**Signal metal coverage by tile**

The die is cut into 25 by 25 equal tiles; dark blue is low, red is high, scaled to the fullest tile. Values are wire area over tile area, all layers added.
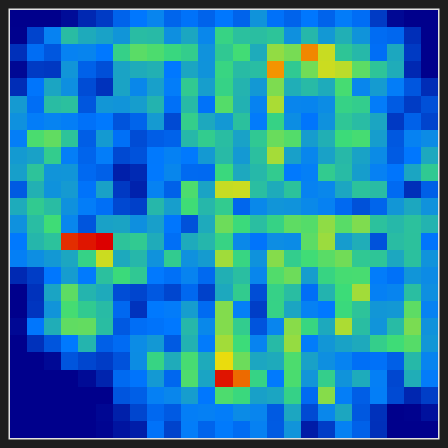
**Cell sizes after repair**

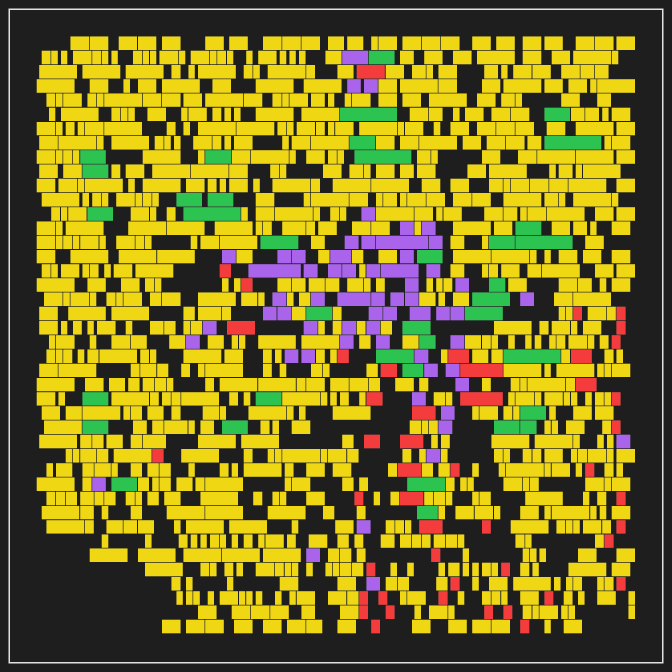
$ cat config.mk
export PLATFORM = sky130hd
export DESIGN_NAME = mem_stage
export DESIGN_NICKNAME = d
export VERILOG_FILES = /design/src/rtl/mem_stage.sv
export SDC_FILE = /design/constraint.sdc
export NUM_CORES = 1
export LEC_CHECK = 0
export CORE_MARGIN = 5
export CORE_UTILIZATION = 44
export CTS_BUF_LIST = sky130_fd_sc_hd__clkbuf_8
export CTS_CLUSTER_SIZE = 24
export DETAILED_ROUTE_END_ITERATION = 8
export PLACE_DENSITY_LB_ADDON = 0.15
export SETUP_SLACK_MARGIN = 0.15
export SLEW_MARGIN = 20
export SYNTH_ARGS = -nofsm -noshare
export SYNTH_HDL_FRONTEND = slang
export SYNTH_SLANG_ARGS = --single-unit
$ cat constraint.sdc
create_clock -name clk -period 3.2 [get_ports clk]
set_input_delay 0.48 -clock clk [delete_from_list [all_inputs] [get_ports clk]]
set_output_delay 0.48 -clock clk [all_outputs]
set_load 0.02 [all_outputs]
$ cat src/rtl/mem_stage.sv
// Memory-access stage: runs loads/stores over a req/ack data port and stalls the pipeline until done.
// Optional misalignment detection is enabled with `define MEM_MISALIGN_CHECK_EN.
module mem_stage #(
    parameter int DATA_W     = 32,
    parameter int ADDR_W     = 32,
    parameter int REG_ADDR_W = 5,
    parameter int ALUOP_W    = 8,
    parameter int TIMEOUT    = 255
) (
    input  logic                  clk,
    input  logic                  rst,
    input  logic [REG_ADDR_W-1:0] mem_reg_waddr,
    input  logic                  mem_we,
    input  logic [DATA_W-1:0]     mem_reg_wdata,
    input  logic [ADDR_W-1:0]     mem_mem_addr,
    input  logic [ALUOP_W-1:0]    mem_aluop,
    input  logic [DATA_W-1:0]     mem_rt_data,
    output logic [REG_ADDR_W-1:0] wb_reg_waddr,
    output logic                  wb_we,
    output logic [DATA_W-1:0]     wb_reg_wdata,
    output logic                  stallreq,
    output logic                  dm_req,
    output logic                  dm_we,
    output logic [ADDR_W-1:0]     dm_addr,
    output logic [3:0]            dm_be,
    output logic [DATA_W-1:0]     dm_wdata,
    input  logic                  dm_ack,
    input  logic [DATA_W-1:0]     dm_rdata,
    output logic                  excp_misaligned,
    output logic                  excp_bus_err
);

    localparam logic [ALUOP_W-1:0] OP_LB  = ALUOP_W'(8'h20);
    localparam logic [ALUOP_W-1:0] OP_LH  = ALUOP_W'(8'h21);
    localparam logic [ALUOP_W-1:0] OP_LW  = ALUOP_W'(8'h22);
    localparam logic [ALUOP_W-1:0] OP_LBU = ALUOP_W'(8'h23);
    localparam logic [ALUOP_W-1:0] OP_LHU = ALUOP_W'(8'h24);
    localparam logic [ALUOP_W-1:0] OP_SB  = ALUOP_W'(8'h28);
    localparam logic [ALUOP_W-1:0] OP_SH  = ALUOP_W'(8'h29);
    localparam logic [ALUOP_W-1:0] OP_SW  = ALUOP_W'(8'h2A);
    localparam logic [15:0]        TO_LAST = 16'(TIMEOUT - 1);

    typedef enum logic [1:0] {IDLE, REQ, DONE} state_t;
    typedef enum logic [1:0] {SZ_B, SZ_H, SZ_W} size_t;

    state_t             state, state_nxt;
    logic [15:0]        wait_cnt;
    logic [DATA_W-1:0]  rdata_q;

    logic               is_load, is_store, is_mem, is_uns, misalign, start, timeout_hit;
    size_t              size;
    logic [1:0]         lane;
    logic [3:0]         be_nxt;
    logic [31:0]        wdata_nxt;
    logic [DATA_W-1:0]  load_data;
    logic [7:0]         ld_byte;
    logic [15:0]        ld_half;

    // Opcode decode
    always_comb begin
        is_load  = 1'b0;
        is_store = 1'b0;
        is_uns   = 1'b0;
        size     = SZ_W;
        case (mem_aluop)
            OP_LB:  begin is_load  = 1'b1; size = SZ_B; end
            OP_LH:  begin is_load  = 1'b1; size = SZ_H; end
            OP_LW:  begin is_load  = 1'b1; size = SZ_W; end
            OP_LBU: begin is_load  = 1'b1; size = SZ_B; is_uns = 1'b1; end
            OP_LHU: begin is_load  = 1'b1; size = SZ_H; is_uns = 1'b1; end
            OP_SB:  begin is_store = 1'b1; size = SZ_B; end
            OP_SH:  begin is_store = 1'b1; size = SZ_H; end
            OP_SW:  begin is_store = 1'b1; size = SZ_W; end
            default: ;
        endcase
    end

    assign is_mem = is_load | is_store;
    assign lane   = mem_mem_addr[1:0];

`ifdef MEM_MISALIGN_CHECK_EN
    assign misalign = is_mem && (((size == SZ_H) && lane[0]) ||
                                 ((size == SZ_W) && (lane != 2'b00)));
    assign excp_misaligned = (state == IDLE) && misalign;
`else
    assign misalign        = 1'b0;
    assign excp_misaligned = 1'b0;
`endif

    assign start       = (state == IDLE) && is_mem && !misalign;
    assign timeout_hit = (wait_cnt == TO_LAST);

    // Lane enables and replicated store data; halves only look at addr[1]
    always_comb begin
        be_nxt    = 4'b1111;
        wdata_nxt = 32'(mem_rt_data);
        case (size)
            SZ_B: begin
                be_nxt    = 4'b0001 << lane;
                wdata_nxt = {4{mem_rt_data[7:0]}};
            end
            SZ_H: begin
                be_nxt    = lane[1] ? 4'b1100 : 4'b0011;
                wdata_nxt = {2{mem_rt_data[15:0]}};
            end
            default: ;
        endcase
    end

    always_comb begin
        state_nxt = state;
        stallreq  = 1'b0;
        case (state)
            IDLE: if (start) begin
                stallreq  = 1'b1;
                state_nxt = REQ;
            end
            REQ: begin
                stallreq = 1'b1;
                if (dm_ack || timeout_hit) state_nxt = DONE;
            end
            DONE:    state_nxt = IDLE;
            default: state_nxt = IDLE;
        endcase
    end

    always_ff @(posedge clk) begin
        if (rst) begin
            state        <= IDLE;
            dm_req       <= 1'b0;
            dm_we        <= 1'b0;
            dm_addr      <= '0;
            dm_be        <= 4'b0000;
            dm_wdata     <= '0;
            rdata_q      <= '0;
            wait_cnt     <= '0;
            excp_bus_err <= 1'b0;
        end else begin
            state        <= state_nxt;
            excp_bus_err <= 1'b0;
            case (state)
                IDLE: if (start) begin
                    dm_req   <= 1'b1;
                    dm_we    <= is_store;
                    dm_addr  <= {mem_mem_addr[ADDR_W-1:2], 2'b00};
                    dm_be    <= be_nxt;
                    dm_wdata <= DATA_W'(wdata_nxt);
                    wait_cnt <= '0;
                end
                REQ: begin
                    // An ack in the last allowed cycle still wins over the timeout
                    if (dm_ack) begin
                        rdata_q <= dm_rdata;
                        dm_req  <= 1'b0;
                    end else if (timeout_hit) begin
                        dm_req       <= 1'b0;
                        excp_bus_err <= 1'b1;
                    end else begin
                        wait_cnt <= wait_cnt + 16'd1;
                    end
                end
                default: ;
            endcase
        end
    end

    // Load lane extraction from the captured word
    always_comb begin
        case (lane)
            2'd0:    ld_byte = rdata_q[7:0];
            2'd1:    ld_byte = rdata_q[15:8];
            2'd2:    ld_byte = rdata_q[23:16];
            default: ld_byte = rdata_q[31:24];
        endcase
        ld_half = lane[1] ? rdata_q[31:16] : rdata_q[15:0];
        case (size)
            SZ_B:    load_data = {{(DATA_W-8){ld_byte[7] & ~is_uns}}, ld_byte};
            SZ_H:    load_data = {{(DATA_W-16){ld_half[15] & ~is_uns}}, ld_half};
            default: load_data = rdata_q;
        endcase
    end

    // excp_bus_err is high exactly in the DONE cycle following a timeout
    always_comb begin
        wb_reg_waddr = mem_reg_waddr;
        wb_reg_wdata = mem_reg_wdata;
        wb_we        = mem_we;
        if (is_mem) begin
            wb_we = 1'b0;
            if ((state == DONE) && is_load && !excp_bus_err) begin
                wb_we        = mem_we;
                wb_reg_wdata = load_data;
            end
        end
    end

endmodule

==> job_summary.md <==
## Synthesis and layout report

| Metric | Value |
|---|---|
| Critical path's largest stage delay | 0.58 ns |
| Dominant logic cell type in the layout | clkdlybuf4s50_1 |
| Comb. pwr | around 460 µW |
| Synth cell count leaders | 185 x nand2_1, 119 x dfxtp_1, 94 x a21oi_1, 71 x nor2_1, 36 x clkbuf_1 |
| CTS Root Cell | clkbuf_8 |
| Max VDD drop | 0.4681 mV |
| Worst R2R Start | wait_cnt[12] |
| Slew headroom | 60.12% |
| DIE WIDTH | 124.7 µm |
| Final Net Count | 1155 |
| Dominant cell type by area after synthesis | dfxtp_1 |
| Worst-Skew Late Latency | 0.45 ns |
| Adders+Majority by Area | less than 1% |
| Static Leak | 0.003277 µW |
| Cells after DPL | between 1k and 1.5k |
| I/O Buffers | ~240 |
| Logic pwr share | 12.5% |
| Clock Power | 1700 µW |
| Regs by FF count | dm_wdata x32, rdata_q x32, dm_addr x30 |
| First-pass GRT wire length | 31140 µm |
| XOR/XNOR Area Share | about 1.8% |
| RSZ-0062 raised after global routing | true |
| Final tally of hold violations | 0 |
| Most numerous logic cells after layout | 201 x clkdlybuf4s50_1, 185 x nand2_1, 119 x dfxtp_1, 93 x a21oi_1, 71 x nor2_1 |
| GR Util All Layers | 24.62% |
| Data required, critical path | 2.72 ns |
| Vias in the first global route | 5930 |
| Comb/total area | 34.58% |
| I/O pins | 256 |
| Status | finished clean |
| Synth area leaders | dfxtp_1 41%, nand2_1 12%, a21oi_1 8.1% |
| Crit path capture | wb_reg_wdata[30] |
| Postcts setup bufs | 2 |
| ANT cells | 0 |
| Critical Path AT | between 2 and 3 ns |
| Critical path class | input pin to output port |
| Main logic family | simple AND/OR/NAND/NOR gates |
| Biggest consumer | clock |
| Min cycle time layout | slightly below 3 ns |
| Fraction of area in registers | 26.37% |
| Flop area | 0.002382 mm² |
| Finished Layout Cells | 1196 |
| GPL Wtd Cong | approximately 0.88 |
| Largest class | logic gates |
## Picture notes: 'signal metal coverage by tile'
The mean over all tiles is 0.21. The fullest tile reaches 0.66. 12% of the tiles are over half the peak. 7.2% of the tiles are nearly empty.

## Picture notes: 'cell sizes after repair'
Key: yellow = x1 and smaller [cells 875]; green = x6 and larger [cells 37]; red = x2 [cells 47]; purple = x3 and x4 [cells 61]

through the flow:
step           utilization (%)  power [µW]  hold WS, ns  cell area, µm²
3_3_place_gp             65.51        2011       0.4409            8572
5_1_grt                  69.04        3803       0.4138            9034
4_1_cts                  68.68        3688       0.4554            8987
3_5_place_dp             65.51        2013       0.4458            8572
2_1_floorplan                -        1724       0.4466            5794
6_report                 69.04        3663       0.4231            9034
per-layer routing:
| layer | track usage (%) | routed length (µm) | vias up |
|---|---|---|---|
| met5 | 0 | 11 | - |
| met4 | 8.317 | 375 | 2 |
| met3 | 7.376 | 1413 | 29 |
| met2 | 40.20 | 9307 | 199 |
| met1 | 31.01 | 8689 | 2904 |
| li1 | - | - | 3131 |
Power figures rest on the tool's default switching activity, not on a simulated workload.
